===== config.mk =====
export PLATFORM = sky130hd
export DESIGN_NAME = instruction_fetch_unit_flat
export DESIGN_NICKNAME = d
export VERILOG_FILES = /design/src/rtl/instruction_fetch_unit_if.sv /design/src/rtl/instruction_fetch_unit.sv /design/src/flat_wrapper.sv
export SDC_FILE = /design/constraint.sdc
export NUM_CORES = 1
export LEC_CHECK = 0
export CORE_UTILIZATION = 50
export CTS_CLUSTER_SIZE = 12
export DETAILED_ROUTE_END_ITERATION = 10
export HOLD_SLACK_MARGIN = 0.06
export PLACE_DENSITY = 0.71
export SKIP_LAST_GASP = 1
export SYNTH_ARGS = -nofsm -noshare
export SYNTH_HDL_FRONTEND = slang
export SYNTH_SLANG_ARGS = --single-unit

===== constraint.sdc =====
create_clock -name clk_in -period 16.25 [get_ports clk_in]
set_clock_uncertainty 0.1 [all_clocks]
set_input_delay 2.4375 -clock clk_in [delete_from_list [all_inputs] [get_ports clk_in]]
set_output_delay 2.4375 -clock clk_in [all_outputs]
set_load 0.1 [all_outputs]

===== src/rtl/instruction_fetch_unit_if.sv =====
// Fetch-unit bus bundle: ROM byte port, redirect request and the instruction handshake.
// master = fetch unit side, slave = ROM / control-unit side.
interface instruction_fetch_unit_if;
    logic        fetch_en;
    logic [15:0] addr_bus_out;
    logic [7:0]  data_bus_in;
    logic        redirect_valid;
    logic [15:0] redirect_pc;
    logic        instr_valid;
    logic        instr_ready;
    logic [7:0]  instr_opcode;
    logic [15:0] instr_operand;
    logic [1:0]  instr_length;
    logic [15:0] instr_pc;

    modport master (
        input  fetch_en, data_bus_in, redirect_valid, redirect_pc, instr_ready,
        output addr_bus_out, instr_valid, instr_opcode, instr_operand, instr_length, instr_pc
    );

    modport slave (
        output fetch_en, data_bus_in, redirect_valid, redirect_pc, instr_ready,
        input  addr_bus_out, instr_valid, instr_opcode, instr_operand, instr_length, instr_pc
    );
endinterface


===== src/rtl/instruction_fetch_unit.sv =====
// 65C02 byte-serial fetch stage: assembles opcode + operands and queues whole instructions.
// Define IFU_PERF_COUNTERS_EN to add the perf_instr_count / perf_stall_count outputs.
module instruction_fetch_unit #(
    parameter logic [15:0] RESET_VECTOR = 16'h0000,
    parameter int          QUEUE_DEPTH  = 2
) (
    input  logic clk_in,
    input  logic reset,
    instruction_fetch_unit_if.master bus
`ifdef IFU_PERF_COUNTERS_EN
    ,
    output logic [15:0] perf_instr_count,
    output logic [15:0] perf_stall_count
`endif
);
    localparam logic [1:0] FETCH_OP  = 2'd0;
    localparam logic [1:0] FETCH_LO  = 2'd1;
    localparam logic [1:0] FETCH_HI  = 2'd2;
    localparam logic [2:0] DEPTH     = 3'(QUEUE_DEPTH);
    localparam logic [1:0] LAST_SLOT = 2'(QUEUE_DEPTH - 1);

    typedef struct packed {
        logic [7:0]  opcode;
        logic [15:0] operand;
        logic [1:0]  length;
        logic [15:0] pc;
    } entry_t;

    logic [1:0]  state;
    logic [15:0] fetch_pc;
    logic [7:0]  op_p0;
    logic [15:0] pc_p0;
    logic [1:0]  len_p0;
    logic [7:0]  lo_p0;
    entry_t      q_mem [4];
    entry_t      head;
    entry_t      push_entry;
    logic [1:0]  rd_ptr, wr_ptr;
    logic [2:0]  count;
    logic        consume, push, pop;
    logic [1:0]  byte_len;

    function automatic logic [1:0] op_length(input logic [7:0] op);
        case (op[3:0])
            4'h0: begin
                if (op == 8'h00 || op == 8'h40 || op == 8'h60) return 2'd1;
                else if (op == 8'h20)                          return 2'd3;
                else                                           return 2'd2;
            end
            4'h3, 4'h8, 4'hA, 4'hB: return 2'd1;
            4'h9:                   return op[4] ? 2'd3 : 2'd2;
            4'hC, 4'hD, 4'hE, 4'hF: return 2'd3;
            default:                return 2'd2;
        endcase
    endfunction

    function automatic logic [1:0] next_slot(input logic [1:0] p);
        return (p == LAST_SLOT) ? 2'd0 : p + 2'd1;
    endfunction

    assign byte_len = op_length(bus.data_bus_in);

    // Byte consume / push decision: an opcode fetch only starts with queue space free,
    // so operand bytes never need to check occupancy.
    always_comb begin
        consume    = bus.fetch_en && !bus.redirect_valid && (state != FETCH_OP || count < DEPTH);
        pop        = (count != 3'd0) && bus.instr_ready;
        push       = 1'b0;
        push_entry = '{opcode: op_p0, operand: 16'h0000, length: len_p0, pc: pc_p0};
        if (consume) begin
            case (state)
                FETCH_OP: if (byte_len == 2'd1) begin
                    push       = 1'b1;
                    push_entry = '{opcode: bus.data_bus_in, operand: 16'h0000, length: 2'd1, pc: fetch_pc};
                end
                FETCH_LO: if (len_p0 == 2'd2) begin
                    push               = 1'b1;
                    push_entry.operand = {8'h00, bus.data_bus_in};
                end
                FETCH_HI: begin
                    push               = 1'b1;
                    push_entry.operand = {bus.data_bus_in, lo_p0};
                end
                default: ;
            endcase
        end
    end

    always_ff @(posedge clk_in) begin
        if (reset) begin
            state    <= FETCH_OP;
            fetch_pc <= RESET_VECTOR;
            rd_ptr   <= 2'd0;
            wr_ptr   <= 2'd0;
            count    <= 3'd0;
        end else if (bus.redirect_valid) begin
            state    <= FETCH_OP;
            fetch_pc <= bus.redirect_pc;
            rd_ptr   <= 2'd0;
            wr_ptr   <= 2'd0;
            count    <= 3'd0;
        end else begin
            if (consume) begin
                fetch_pc <= fetch_pc + 16'd1;
                case (state)
                    FETCH_OP: state <= (byte_len == 2'd1) ? FETCH_OP : FETCH_LO;
                    FETCH_LO: state <= (len_p0 == 2'd3) ? FETCH_HI : FETCH_OP;
                    default:  state <= FETCH_OP;
                endcase
            end
            if (push) wr_ptr <= next_slot(wr_ptr);
            if (pop)  rd_ptr <= next_slot(rd_ptr);
            count <= count + 3'(push) - 3'(pop);
        end
    end

    // Staging and queue storage carry no reset; occupancy gates their visibility.
    always_ff @(posedge clk_in) begin
        if (consume) begin
            case (state)
                FETCH_OP: begin
                    op_p0  <= bus.data_bus_in;
                    pc_p0  <= fetch_pc;
                    len_p0 <= byte_len;
                end
                FETCH_LO: lo_p0 <= bus.data_bus_in;
                default: ;
            endcase
        end
        if (push) q_mem[wr_ptr] <= push_entry;
    end

    assign head              = q_mem[rd_ptr];
    assign bus.addr_bus_out  = fetch_pc;
    assign bus.instr_valid   = (count != 3'd0);
    assign bus.instr_opcode  = bus.instr_valid ? head.opcode  : 8'h00;
    assign bus.instr_operand = bus.instr_valid ? head.operand : 16'h0000;
    assign bus.instr_length  = bus.instr_valid ? head.length  : 2'd0;
    assign bus.instr_pc      = bus.instr_valid ? head.pc      : 16'h0000;

`ifdef IFU_PERF_COUNTERS_EN
    always_ff @(posedge clk_in) begin
        if (reset || bus.redirect_valid) begin
            perf_instr_count <= 16'h0000;
            perf_stall_count <= 16'h0000;
        end else begin
            if (pop) perf_instr_count <= perf_instr_count + 16'd1;
            if (state == FETCH_OP && bus.fetch_en && count == DEPTH)
                perf_stall_count <= perf_stall_count + 16'd1;
        end
    end
`endif
endmodule

===== src/flat_wrapper.sv =====
// flat-port wrapper written by rule: the top's interface ports become plain ports
module instruction_fetch_unit_flat 
#(
    parameter logic [15:0] RESET_VECTOR = 16'h0000,
    parameter int          QUEUE_DEPTH  = 2
)
  (clk_in, reset, bus_fetch_en, bus_data_bus_in, bus_redirect_valid, bus_redirect_pc, bus_instr_ready, bus_addr_bus_out, bus_instr_valid, bus_instr_opcode, bus_instr_operand, bus_instr_length, bus_instr_pc);
  instruction_fetch_unit_if bus_i ();
  input  logic clk_in;
  input  logic reset;
  input wire logic [$bits(bus_i.fetch_en)-1:0] bus_fetch_en;
  input wire logic [$bits(bus_i.data_bus_in)-1:0] bus_data_bus_in;
  input wire logic [$bits(bus_i.redirect_valid)-1:0] bus_redirect_valid;
  input wire logic [$bits(bus_i.redirect_pc)-1:0] bus_redirect_pc;
  input wire logic [$bits(bus_i.instr_ready)-1:0] bus_instr_ready;
  output wire logic [$bits(bus_i.addr_bus_out)-1:0] bus_addr_bus_out;
  output wire logic [$bits(bus_i.instr_valid)-1:0] bus_instr_valid;
  output wire logic [$bits(bus_i.instr_opcode)-1:0] bus_instr_opcode;
  output wire logic [$bits(bus_i.instr_operand)-1:0] bus_instr_operand;
  output wire logic [$bits(bus_i.instr_length)-1:0] bus_instr_length;
  output wire logic [$bits(bus_i.instr_pc)-1:0] bus_instr_pc;
  assign bus_i.fetch_en = bus_fetch_en;
  assign bus_i.data_bus_in = bus_data_bus_in;
  assign bus_i.redirect_valid = bus_redirect_valid;
  assign bus_i.redirect_pc = bus_redirect_pc;
  assign bus_i.instr_ready = bus_instr_ready;
  assign bus_addr_bus_out = bus_i.addr_bus_out;
  assign bus_instr_valid = bus_i.instr_valid;
  assign bus_instr_opcode = bus_i.instr_opcode;
  assign bus_instr_operand = bus_i.instr_operand;
  assign bus_instr_length = bus_i.instr_length;
  assign bus_instr_pc = bus_i.instr_pc;
  instruction_fetch_unit #(.RESET_VECTOR(RESET_VECTOR), .QUEUE_DEPTH(QUEUE_DEPTH)) u_core (.clk_in(clk_in), .reset(reset), .bus(bus_i));
endmodule

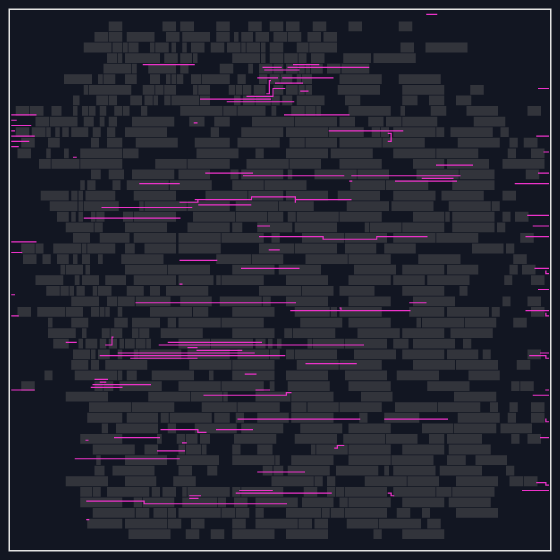
Run 1: the metal 3 layer
76 nets have wire on it. The layer holds 6.1% of the routed length. The layer carries 1140 microns of wire. The longest straight run is 52.4 microns. The wires run mostly horizontal.

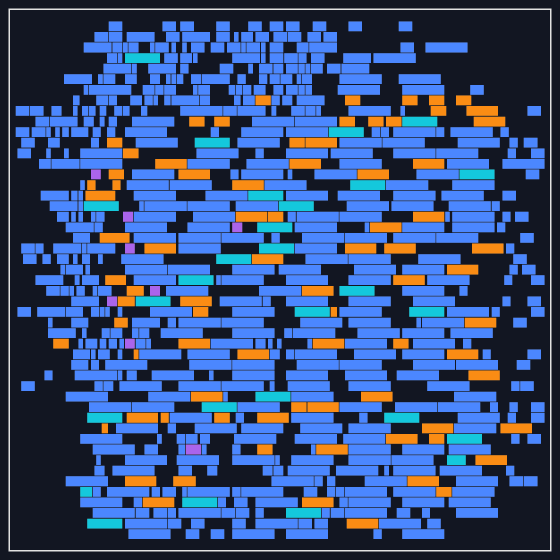
Run 1: sizing map
Key: x1 and smaller = blue [cells 545, share 83%]; x6 and larger = cyan [cells 27, share 4.1%]; x2 = orange [cells 79, share 12%]; x3 and x4 = purple [cells 8, share 1.2%]

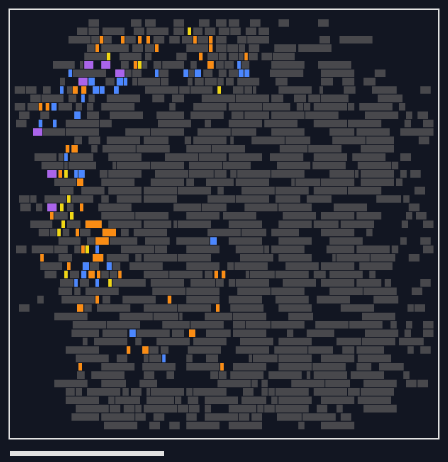
Run 1: gate-type map
Bar = 50 microns.
Key: nor cells = orange [cells 45]; nand cells = blue [cells 31]; xor and xnor cells = purple [cells 7, where north-west]; inv cells = yellow [cells 13]

## run 1: how the worst max path moves through the flow
stage	start	end	cells after the start
after floorplan	bus_data_bus_in[1]	u_core.q_mem[2][0]$_DFFE_PP_	4
after global placement	bus_data_bus_in[1]	u_core.q_mem[2][40]$_DFFE_PP_	6
after detailed placement	bus_data_bus_in[1]	u_core.q_mem[1][40]$_DFFE_PP_	6
after CTS	flop	bus_instr_operand[2]	3
after global routing	flop	bus_instr_length[0]	4
final	flop	bus_instr_operand[2]	3
## run 1: where the power goes
| group | total, mW | leakage (nW) | internal, mW | switching, mW |
|---|---|---|---|---|
| Combinational | 0.132 | 1.17 | 0.0369 | 0.0952 |
| Sequential | 0.659 | 2.02 | 0.651 | 0.00831 |
| Clock | 0.494 | 0.345 | 0.290 | 0.204 |
| Total | 1.29 | 3.54 | 0.978 | 0.307 |
## run 1: stage by stage
step	power [mW]	worst slack [ps]	instance area, sq um
finish	1.29	10420	11200
global route	1.32	10270	11200
CTS	1.30	10360	11200
detailed placement	0.804	10550	10500
global placement	0.801	10650	10500
floorplan	0.764	7650	9360
## run 1: cells by family (layout without fill, tap and decap cells)
group,Yosys count,after routing
AND-OR/OR-AND,44,44
XOR/XNOR,7,7
adder cells (fa/ha/maj),9,9
buffers and inverters,42,151
flip-flops,229,229
multiplexers,67,67
AND/OR/NAND/NOR,152,152
## run 1: registers in the layout, indices dropped and copies added (netlist names), 3 cells and up, named ones only
register / count
u_core.q_mem: 168
u_core.bus.addr_bus_out: 16
u_core.count: 3
u_core.lo_p0: 8
u_core.op_p0: 8
u_core.pc_p0: 16
## run 1: layer usage
layer,track usage,part of all wire,vias to the layer above
li1,-,-,2344
met1,0.274,0.43,2633
met2,0.326,0.50,181
met3,0.0318,0.061,23
met4,0.0497,0.014,0
met5,0,0,-
## run 1: layout make-up
type,count,area [sq um],share of cell area
clock inverter,3,18.8,0.00168
tap,229,287,0.0256
inverter,13,48.8,0.00436
clock buffer,41,696,0.0621
multi-input combinational,279,2610,0.233
sequential,229,6610,0.590
timing repair buffer,94,923,0.0825
## run 1: critical path: cells and delay by family, from the launching register on
family        cells  cell delay, ps
buf+inv           1            1130
mux               1             430
simple gates      1             150
flops             1            1080
## run 1: placed cells by master (no fill, tap or decap), types with 4 or more instances in the layout
cell	count
a211oi_1	5
a22oi_1	8
a311oi_1	9
and2_1	49
and3_1	9
buf_4	7
clkbuf_1	15
clkbuf_16	25
clkdlybuf4s50_1	87
dfxtp_1	25
edfxtp_1	202
ha_1	8
inv_1	12
mux2_2	24
mux4_2	42
nand2_1	14
nand2b_1	4
nand3_1	8
nand4_1	4
nor2_1	32
o21ai_0	6
o31ai_1	4
or3_1	7
or4_1	6
xor2_1	4
==> reports/qor.rpt, run 1 <==
OUTCOME
------------------------------------------------------------------------------------
Status                                                                  finished, violations left
Violations in the final reports                                                  DRC

YOSYS
------------------------------------------------------------------------------------
Syn nets                                                                         588
Fraction of the mapped netlist area in adder cells                            0.0128
Yosys warning tally                                                                0
Synthesized chip area reported by yosys                                 0.00936 sq mm
Complex-gate fraction of the synthesized area                                 0.0359
Flops after synth                                                                229
Leading cell types by count after synthesis                             202 x edfxtp_1, 49 x and2_1, 42 x mux4_2, 33 x nor2_1, 27 x dfxtp_1
Cell Type Count                                                                   47
Largest area contributor in the synthesized netlist                         edfxtp_1
Dominant flop cell                                                          edfxtp_1
Largest cells by area after synthesis                                   edfxtp_1 65%, mux4_2 10%, dfxtp_1 5.8%, and2_1 3.3%, mux2_2 2.9%
Number of synthesized flops with an enable pin                                   202
Share of flip-flops with an asynchronous set or reset after synthesis              0
Top logic family                                                        multiplexers
Synthesized area divided by synthesized cell count                        17.0 sq um
Area fraction in and, or, nand and nor cells after synthesis                  0.0899
Cells after Synth                                                                550
Largest type area fraction                                                     0.648

FINISH
------------------------------------------------------------------------------------
Share of final-layout standard cells stronger than drive strength 1            0.173
Area growth from synthesis to final layout                                     19.6%
Core occupancy in the finished layout                                          0.617
Number of nets in the finished design                                            679
Fill cell instance count of the final layout                                    1327
Antenna cells                                                                      0

ROUTING
------------------------------------------------------------------------------------
WL per Instance                                                         21.1 microns
Via count                                                                       5181
Via-to-Cell Ratio                                                               5.83
Iteration-0 DRC Markers                                                          401
DRC                                                                                5

TIMING
------------------------------------------------------------------------------------
Final Max Slew Viols                                                               0
Final period demand of the worst path                                        5830 ps
Sum of negative setup slack                                                     0 ps
Worst slack on hold paths                                                     330 ps
Final setup violating endpoints                                                    0
Final hold violation count                                                         0
Tightest Pin Transition                                                      1140 ps
Unrepaired setup endpoints after global routing                                   no
Final period utilization                                                       0.359
Max-slew headroom at the worst pin                                             0.237

WORST HOLD PATH
------------------------------------------------------------------------------------
Hold Path Class                                                         flop to flop
Cell count of the worst hold path                                                  2

CRITICAL PATH
------------------------------------------------------------------------------------
Worst Setup End Kind                                                     output port
Launching point of the worst reg2reg path                               u_core.state[1]$_SDFFE_PP0P_
Top fanout value on the critical path                                             42
Worst path max stage delay                                                   1130 ps
Type of the worst setup path                                            flop to output port
Crit-path cells                                                         mux4_2 > and2_1 > clkdlybuf4s50_1
Required time of the critical path                                          13710 ps
Startpoint type of the worst setup path                                         flop
Arrival time at the worst endpoint                                           3300 ps
Depth of the most critical reg-to-reg path                                         6
FF-to-FF setup slack                                                        13360 ps
Critical path's slowest cell                                            clkdlybuf4s50_1

CLOCKING
------------------------------------------------------------------------------------
Hold-fix buffers at CTS                                                            0
Post-CTS resize count                                                              0
Latency at later pin                                                          500 ps
CTS sink cnt                                                                     229
CTS clock-pin slew for the worst setup and hold paths                          60 ps
Post-CTS Setup Inserts                                                             0
Clock root buffer master                                                   clkbuf_16
Count of H-tree levels built during CTS                                            1

FLOORPLAN
------------------------------------------------------------------------------------
Die Footprint                                                           0.0193 sq mm
Core Footprint                                                          0.0181 sq mm
Vertical die dimension                                                   139 microns
Number of placement rows                                                          49
I/O pins                                                                          88
DIE WIDTH                                                                139 microns

GLOBAL ROUTE
------------------------------------------------------------------------------------
Aggregate global-route resource usage                                          0.196
Wire length of the first global-routing pass                            29200 microns
Number of global-route vias before repair                                       5255
GR Overflow Total                                                                  0
Maximum number of pins on one net before global-route repair                      43

PLACEMENT
------------------------------------------------------------------------------------
Input/output buffers                                                              87
Total instance count after detailed placement                                    844

POWER
------------------------------------------------------------------------------------
Peak ir drop on the vdd network                                            0.0737 mV
Power per standard cell area                                             115 mW/mm^2
Leakage                                                                      3.54 nW

Run 1, clock distribution:
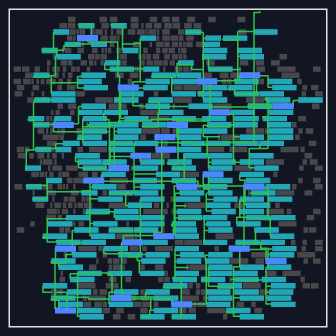

## Run 2: what changed since run 1
PLACE_DENSITY = 0.74   (was 0.71)
clock period = 4.9 ns   (was 16.25 ns; I/O delays follow)
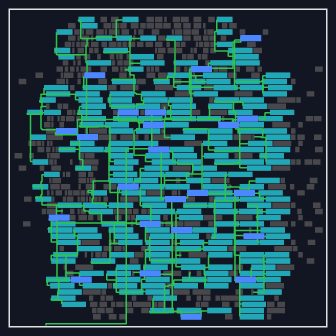
Run 2: clock distribution
Key: clock wires = green [length 2240 microns]; flip-flops = cyan [count 229]; clock-net drivers = blue [count 23]
Position of the flops: all over the die. There are 24 routed clock nets.

==> run 2 against run 1 <==
Against the previous run:
- the run still ends with DRC left
- largest cell class unchanged
- synthesized cell count did not move
- register-to-register slack got worse by 11000 ps
- final cell count fell by 0.11%
- flip-flop count did not move
- wire length fell by 0.27%
- sequential power rose to 3.3 times the previous value
- worst setup slack got worse by 9700 ps
- count of clock-buffer cells in the layout fell by 2
==> reports/qor.rpt, run 2 <==
OUTCOME
--------------------------------------------------------------------------------------
Status                                                                    finished, violations left
Violations in the final reports                                                    DRC

PLACEMENT
--------------------------------------------------------------------------------------
Weighted congestion reported at the end of routability-driven placement          0.788
Cell area reported after detailed placement                               0.0105 sq mm   +0.15%
Total instance count after detailed placement                                      845   +0.12%
Post-detail-place hpwl                                                    11400 microns
Input/output buffers                                                                87   unchanged

POWER
--------------------------------------------------------------------------------------
Power share of the combinational group                                           0.105   +0.002
Int Power                                                                      3.16 mW   +220%
Sw Share                                                                         0.239   about the same
Peak ir drop on the vdd network                                               0.237 mV   +220%
Power per standard cell area                                               372 mW/mm^2   +220%
Part of the total power dissipated in sequential elements                        0.526   +0.013
Leakage                                                                        3.53 nW   -0.41%
Total power draw                                                               4.15 mW   +220%
Net Sw Power                                                                    993 uW   +220%
Clock share of power                                                             0.368   -0.016

YOSYS
--------------------------------------------------------------------------------------
Largest cells by area after synthesis                                     edfxtp_1 65%, mux4_2 10%, dfxtp_1 5.8%, and2_1 3.3%, mux2_2 2.9%
Cells after Synth                                                                  550   unchanged
Number of synthesized flops with an enable pin                                     202   unchanged
Flops after synth                                                                  229   unchanged
Share of flip-flops with an asynchronous set or reset after synthesis                0   unchanged
Synthesized area divided by synthesized cell count                          17.0 sq um   unchanged
Largest type area fraction                                                       0.648   unchanged
Syn nets                                                                           588   unchanged
Synthesized chip area reported by yosys                                   0.00936 sq mm   unchanged
Leading cell types by count after synthesis                               202 x edfxtp_1, 49 x and2_1, 42 x mux4_2, 33 x nor2_1, 27 x dfxtp_1
Largest area contributor in the synthesized netlist                           edfxtp_1
Yosys warning tally                                                                  0   unchanged
Dominant flop cell                                                            edfxtp_1

FLOORPLAN
--------------------------------------------------------------------------------------
Core Footprint                                                            0.0181 sq mm   unchanged
I/O pins                                                                            88   unchanged
DIE WIDTH                                                                  139 microns   unchanged
Number of placement rows                                                            49   unchanged
Vertical die dimension                                                     139 microns   unchanged
Die Footprint                                                             0.0193 sq mm   unchanged

ROUTING
--------------------------------------------------------------------------------------
Via count                                                                         5194   +0.25%
Iteration-0 DRC Markers                                                            463   +15%
Via-to-Cell Ratio                                                                 5.86   +0.36%
DRC                                                                                  4   -1

TIMING
--------------------------------------------------------------------------------------
Final Max Slew Viols                                                                 0   unchanged
Final setup violating endpoints                                                      0   unchanged
Worst slack on hold paths                                                       322 ps   -8.35 ps
Final period utilization                                                         0.846
Final period demand of the worst path                                          4140 ps
Max-slew headroom at the worst pin                                               0.337   +0.100
Tightest Pin Transition                                                         992 ps   -153 ps
Final hold violation count                                                           0   unchanged
Unrepaired setup endpoints after global routing                                     no

FINISH
--------------------------------------------------------------------------------------
Share of final-layout standard cells stronger than drive strength 1              0.176   +0.00330
Number of nets in the finished design                                              679   unchanged
Area growth from synthesis to final layout                                       19.1%
Fill cell instance count of the final layout                                      1310   -1.3%
Most common library cell in the layout ignoring fill and taps                 edfxtp_1
Core occupancy in the finished layout                                            0.614   -0.00248
Antenna cells                                                                        0   unchanged
Register name with the most flops                                         u_core.q_mem
Number of flip-flops in the largest register                                       168   unchanged
Highest-count cells in the layout ignoring fill and taps                  202 x edfxtp_1, 82 x clkdlybuf4s50_1, 49 x and2_1, 42 x mux4_2, 32 x nor2_1

CLOCKING
--------------------------------------------------------------------------------------
CTS clock-pin slew for the worst setup and hold paths                            60 ps   about the same
Post-CTS resize count                                                                0   unchanged
Count of H-tree levels built during CTS                                              1   unchanged
Clock root buffer master                                                     clkbuf_16
Post-CTS Setup Inserts                                                               0   unchanged
Hold-fix buffers at CTS                                                              0   unchanged
Latency at later pin                                                            500 ps   about the same
CTS sink cnt                                                                       229   unchanged

CRITICAL PATH
--------------------------------------------------------------------------------------
Worst Setup EP                                                            bus_instr_pc[0]
Crit-path cells                                                           buf_12 > mux4_2 > and2_1 > clkdlybuf4s50_1
Critical path's slowest cell                                              clkdlybuf4s50_1
Top Family by Delay on Critical Path                                      buffers and inverters
FF-to-FF setup slack                                                           2020 ps   -11340 ps
Top fanout value on the critical path                                               26   -38%
Worst path max stage delay                                                      980 ps   -150 ps
Startpoint type of the worst setup path                                           flop
CP bufs+invs                                                                         2   +1
Number of gates on the worst path with buffers counted                               4   +1
Arrival time at the worst endpoint                                             3310 ps   about the same
Launching point of the worst reg2reg path                                 u_core.state[1]$_SDFFE_PP0P_
Worst Setup End Kind                                                       output port
Required time of the critical path                                             4070 ps   -9640 ps
Depth of the most critical reg-to-reg path                                          10   +4

GLOBAL ROUTE
--------------------------------------------------------------------------------------
GR Overflow Total                                                                    0   unchanged
Wire length of the first global-routing pass                              29300 microns   +0.26%
Number of global-route vias before repair                                         5336   +1.5%
Maximum number of pins on one net before global-route repair                        43   unchanged
Aggregate global-route resource usage                                            0.197   +0.000848

WORST HOLD PATH
--------------------------------------------------------------------------------------
Hold Path Class                                                           flop to flop

run 2: cell count changes in the layout (fill, tap and decap cells not counted):
cell	change
buf_12	+1
buf_4	+5
clkbuf_1	+1
clkbuf_16	-2
clkbuf_8	-1
clkdlybuf4s50_1	-5
clkinv_1	+1
clkinv_2	-1
nor4b_2	-1
nor4b_4	+1
run 2: cell families (layout without fill, tap and decap cells):
family                   after synthesis  in the layout  synth area share
flip-flops                           229            229             0.706
AND/OR/NAND/NOR                      152            152            0.0899
multiplexers                          67             67             0.131
AND-OR/OR-AND                         44             44            0.0360
buffers and inverters                 42            150            0.0182
adder cells (fa/ha/maj)                9              9            0.0128
XOR/XNOR                               7              7           0.00655
run 2: metal layers:
layer / wire (microns) / share of wire / vias to the layer above / track usage
met4: 373 / 0.020 / 0 / 0.0643
met3: 1070 / 0.057 / 28 / 0.0235
li1: - / - / 2340 / -
met1: 7940 / 0.43 / 2642 / 0.272
met5: 0 / 0 / - / 0
met2: 9260 / 0.50 / 184 / 0.330
run 2: worst min-delay path by stage:
stage / cells after the start / slack, ps / start / endpoint
after floorplan: 2 / 310 / u_core.rd_ptr[1]$_SDFFE_PP0P_ / flop
after global placement: 2 / 310 / u_core.rd_ptr[1]$_SDFFE_PP0P_ / flop
after detailed placement: 2 / 320 / u_core.rd_ptr[1]$_SDFFE_PP0P_ / flop
after CTS: 2 / 330 / u_core.rd_ptr[1]$_SDFFE_PP0P_ / flop
after global routing: 2 / 350 / u_core.rd_ptr[1]$_SDFFE_PP0P_ / flop
final: 2 / 320 / u_core.rd_ptr[1]$_SDFFE_PP0P_ / flop
run 2: per-stage QoR:
stage | setup TNS (ps) | setup slack (ps)
3_5_place_dp | 0 | 993
6_report | 0 | 755
5_1_grt | 0 | 580
4_1_cts | 0 | 696
3_3_place_gp | 0 | 1030
2_1_floorplan | -157450 | -1640
run 2: area by class of cell:
| type | instances | area, sq um | share of cell area |
|---|---|---|---|
| repair buffers | 95 | 931 | 0.0835 |
| multi-input cells | 279 | 2620 | 0.235 |
| clock buffers | 39 | 636 | 0.0570 |
| flip-flops and latches | 229 | 6610 | 0.593 |
| clock inverters | 3 | 17.5 | 0.00157 |
| well taps | 229 | 287 | 0.0257 |
| inverters | 13 | 48.8 | 0.00438 |
run 2: power by group through the flow:
stage	sequential (mW)	combinational (mW)	clock, mW
after CTS	2.19	0.440	1.56
after floorplan	2.28	0.249	0
after global placement	2.22	0.433	0
after global routing	2.19	0.457	1.63
final	2.19	0.438	1.53
after detailed placement	2.23	0.438	0
run 2: worst reg2reg max path: cells and delay by family (launching register included):
family,cells,cell delay [ps]
adder cells (fa/ha/maj),3,840
AND/OR/NAND/NOR,4,760
AND-OR/OR-AND,1,600
flip-flops,1,360
buffers and inverters,2,150
Run 2, the metal 3 layer:
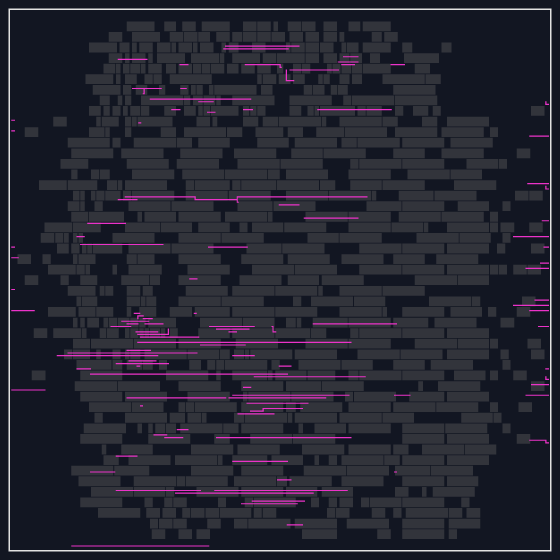

## Run 3: what changed since run 2
clock period = 3.4 ns   (was 4.9 ns; I/O delays follow)
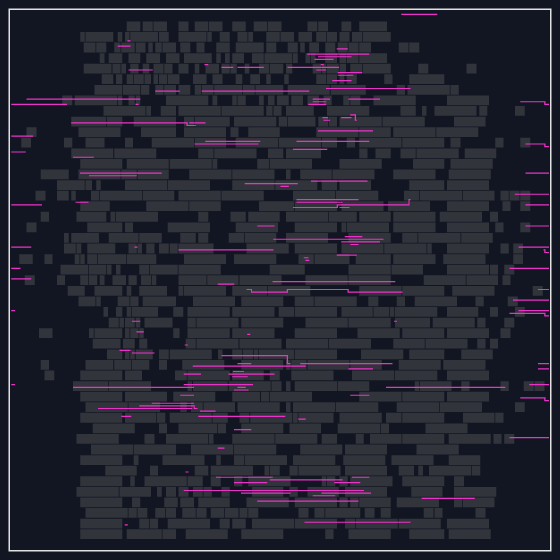
Run 3: the metal 3 layer
grt met3 use: 0.0318
final routed wirelength across all metal layers: 19600 microns
via count: 5349

==> run 3 against run 2 <==
Against the previous run:
- wire length is 5.2% higher
- critical endpoint is now bus_instr_opcode[5]
- count of clock-buffer cells in the layout stayed put
- clock power is about 50% higher
- final area is 1.1% higher
- core utilization is 0.65 points higher
- the run still ends with DRC left
==> reports/qor.rpt, run 3 <==
CRITICAL PATH
--------------------------------------------------------------------------------------
Depth of the most critical reg-to-reg path                                           7   -3
Top fanout value on the critical path                                               11   -58%
Worst Setup EP                                                            bus_instr_opcode[5]
Worst Setup End Kind                                                       output port
Launching point of the worst reg2reg path                                 u_core.state[0]$_SDFFE_PP0P_
FF-to-FF setup slack                                                            690 ps   -1330 ps
Required time of the critical path                                             2790 ps   -1280 ps
Arrival time at the worst endpoint                                             2350 ps   -960 ps
Startpoint type of the worst setup path                                           flop

YOSYS
--------------------------------------------------------------------------------------
Leading cell types by count after synthesis                               202 x edfxtp_1, 49 x and2_1, 42 x mux4_2, 33 x nor2_1, 27 x dfxtp_1
Fraction of the mapped netlist area in adder cells                              0.0128   unchanged
Synthesized area divided by synthesized cell count                          17.0 sq um   unchanged
Flops after synth                                                                  229   unchanged
Share of flip-flops with an asynchronous set or reset after synthesis                0   unchanged
Yosys warning tally                                                                  0   unchanged
Top logic family                                                          multiplexers
Share of synthesized area spent on multiplexers                                  0.131   unchanged
Number of synthesized flops with an enable pin                                     202   unchanged
Xor/xnor cell area share of the yosys netlist                                  0.00655   unchanged
Area fraction in and, or, nand and nor cells after synthesis                    0.0899   unchanged
Dominant flop cell                                                            edfxtp_1
Cells after Synth                                                                  550   unchanged
Syn nets                                                                           588   unchanged
Largest area contributor in the synthesized netlist                           edfxtp_1

FINISH
--------------------------------------------------------------------------------------
Multi-input gate area in the final layout                                 0.00267 sq mm   +1.8%
Fill cell instance count of the final layout                                      1305   -0.38%
Number of nets in the finished design                                              696   +2.5%
Core occupancy in the finished layout                                            0.621   +0.00648
Highest-count cells in the layout ignoring fill and taps                  202 x edfxtp_1, 78 x buf_4, 49 x and2_1, 42 x mux4_2, 32 x nor2_1
Area growth from synthesis to final layout                                       20.3%
Number of flip-flops in the largest register                                       168   unchanged
Area of all sequential standard cells                                     0.00661 sq mm   unchanged
Most common library cell in the layout ignoring fill and taps                 edfxtp_1
Register name with the most flops                                         u_core.q_mem
Share of final-layout standard cells stronger than drive strength 1              0.282   +0.106

POWER
--------------------------------------------------------------------------------------
Int Power                                                                      4.59 mW   +45%
Peak ir drop on the vdd network                                               0.319 mV   +35%
Power share of the combinational group                                           0.105   about the same
Power per standard cell area                                               540 mW/mm^2   +45%

TIMING
--------------------------------------------------------------------------------------
Final setup margin                                                              441 ps   -314 ps
Max-slew headroom at the worst pin                                               0.441   +0.104
Final hold violation count                                                           0   unchanged
Tightest Pin Transition                                                         838 ps   -154 ps
Unrepaired setup endpoints after global routing                                     no
Worst slack on hold paths                                                       329 ps   +7.66 ps
Final period demand of the worst path                                          2960 ps

GLOBAL ROUTE
--------------------------------------------------------------------------------------
Number of global-route vias before repair                                         5574   +4.5%
GR Overflow Total                                                                    0   unchanged
Wire length of the first global-routing pass                              31200 microns   +6.3%
Aggregate global-route resource usage                                            0.208   +0.0111
Maximum number of pins on one net before global-route repair                        45   +4.7%

FLOORPLAN
--------------------------------------------------------------------------------------
I/O pins                                                                            88   unchanged
Core Footprint                                                            0.0181 sq mm   unchanged
Die Footprint                                                             0.0193 sq mm   unchanged
Number of placement rows                                                            49   unchanged
DIE WIDTH                                                                  139 microns   unchanged

OUTCOME
--------------------------------------------------------------------------------------
Status                                                                    finished, violations left
Violations in the final reports                                                    DRC

CLOCKING
--------------------------------------------------------------------------------------
Post-CTS Setup Inserts                                                               0   unchanged
Latency at later pin                                                            500 ps   about the same
CTS sink cnt                                                                       229   unchanged
Post-CTS resize count                                                                0   unchanged
Clock root buffer master                                                     clkbuf_16
Count of H-tree levels built during CTS                                              1   unchanged

PLACEMENT
--------------------------------------------------------------------------------------
Weighted congestion reported at the end of routability-driven placement          0.810   +2.8%
Cell area reported after detailed placement                               0.0106 sq mm   +0.97%
Input/output buffers                                                                87   unchanged

ROUTING
--------------------------------------------------------------------------------------
Iteration-0 DRC Markers                                                            377   -19%
DRC                                                                                 11   +7
Via-to-Cell Ratio                                                                 5.92   +1.2%

WORST HOLD PATH
--------------------------------------------------------------------------------------
Hold Path Class                                                           flop to flop
Hold_sp                                                                   u_core.rd_ptr[1]$_SDFFE_PP0P_

run 3: netlist changes by cell type in the layout (fill, tap and decap cells not counted):
cell             previous run  this run
clkbuf_1                   16        14
o32ai_4                     0         1
buf_12                      1         6
nor4_2                      2         0
nor3_2                      1         0
a21boi_1                    1         0
o32ai_2                     1         0
clkdlybuf4s50_1            82        28
clkbuf_8                    0         2
buf_4                      12        78
nor4_4                      0         2
clkinv_1                    1         0
nor3_4                      0         1
a21boi_4                    0         1
run 3: worst min-delay path by stage:
stage	endpoint	slack, ps	depth (start not counted)
after floorplan	flop	310	2
after global placement	flop	310	2
after detailed placement	flop	320	2
after CTS	flop	330	2
after global routing	flop	360	2
final	flop	330	2
run 3: layout make-up:
cell class / instances / share of cell area
Inverter: 13 / 0.00433
Sequential cell: 229 / 0.587
Clock inverter: 2 / 0.00122
Timing Repair Buffer: 112 / 0.0875
Tap cell: 229 / 0.0254
Clock buffer: 39 / 0.0582
Multi-Input combinational cell: 279 / 0.237
run 3: cells by family (layout without fill, tap and decap cells):
kind of cell | after synthesis | count (layout)
muxes | 67 | 67
adders and majority gates | 9 | 9
xor gates and xnor gates | 7 | 7
and+or+nand+nor | 152 | 152
buffers and inverters | 42 | 166
DFF | 229 | 229
AOI/OAI and AO/OA | 44 | 44
run 3: per-stage QoR:
step                      std cells  setup TNS, ps
after CTS                       903              0
after floorplan                 550         -18120
after global routing            903              0
final                           903              0
after global placement          862              0
after detailed placement        862              0
run 3: critical path, stage by stage (launching register included):
cell and delay [ps]:
dfxtp_2 610, buf_4 310, mux4_2 530, and2_1 170
buf_4 220
run 3: power by group through the flow:
| stage | registers (mW) | clock network [mW] | logic [mW] |
|---|---|---|---|
| 4_1_cts | 3.15 | 2.32 | 0.641 |
| 6_report | 3.15 | 2.29 | 0.639 |
| 3_3_place_gp | 3.21 | 0 | 0.628 |
| 3_5_place_dp | 3.21 | 0 | 0.638 |
| 2_1_floorplan | 3.29 | 0 | 0.367 |
| 5_1_grt | 3.16 | 2.42 | 0.667 |
run 3: routing by layer:
layer / global-route usage / part of all wire / vias to the layer above
met2: 0.338 / 0.49 / 221
li1: - / - / 2379
met1: 0.291 / 0.42 / 2710
met3: 0.0318 / 0.063 / 39
met4: 0.0708 / 0.027 / 0
met5: 0 / 0 / -
Power is estimated from default activity; no workload was simulated.
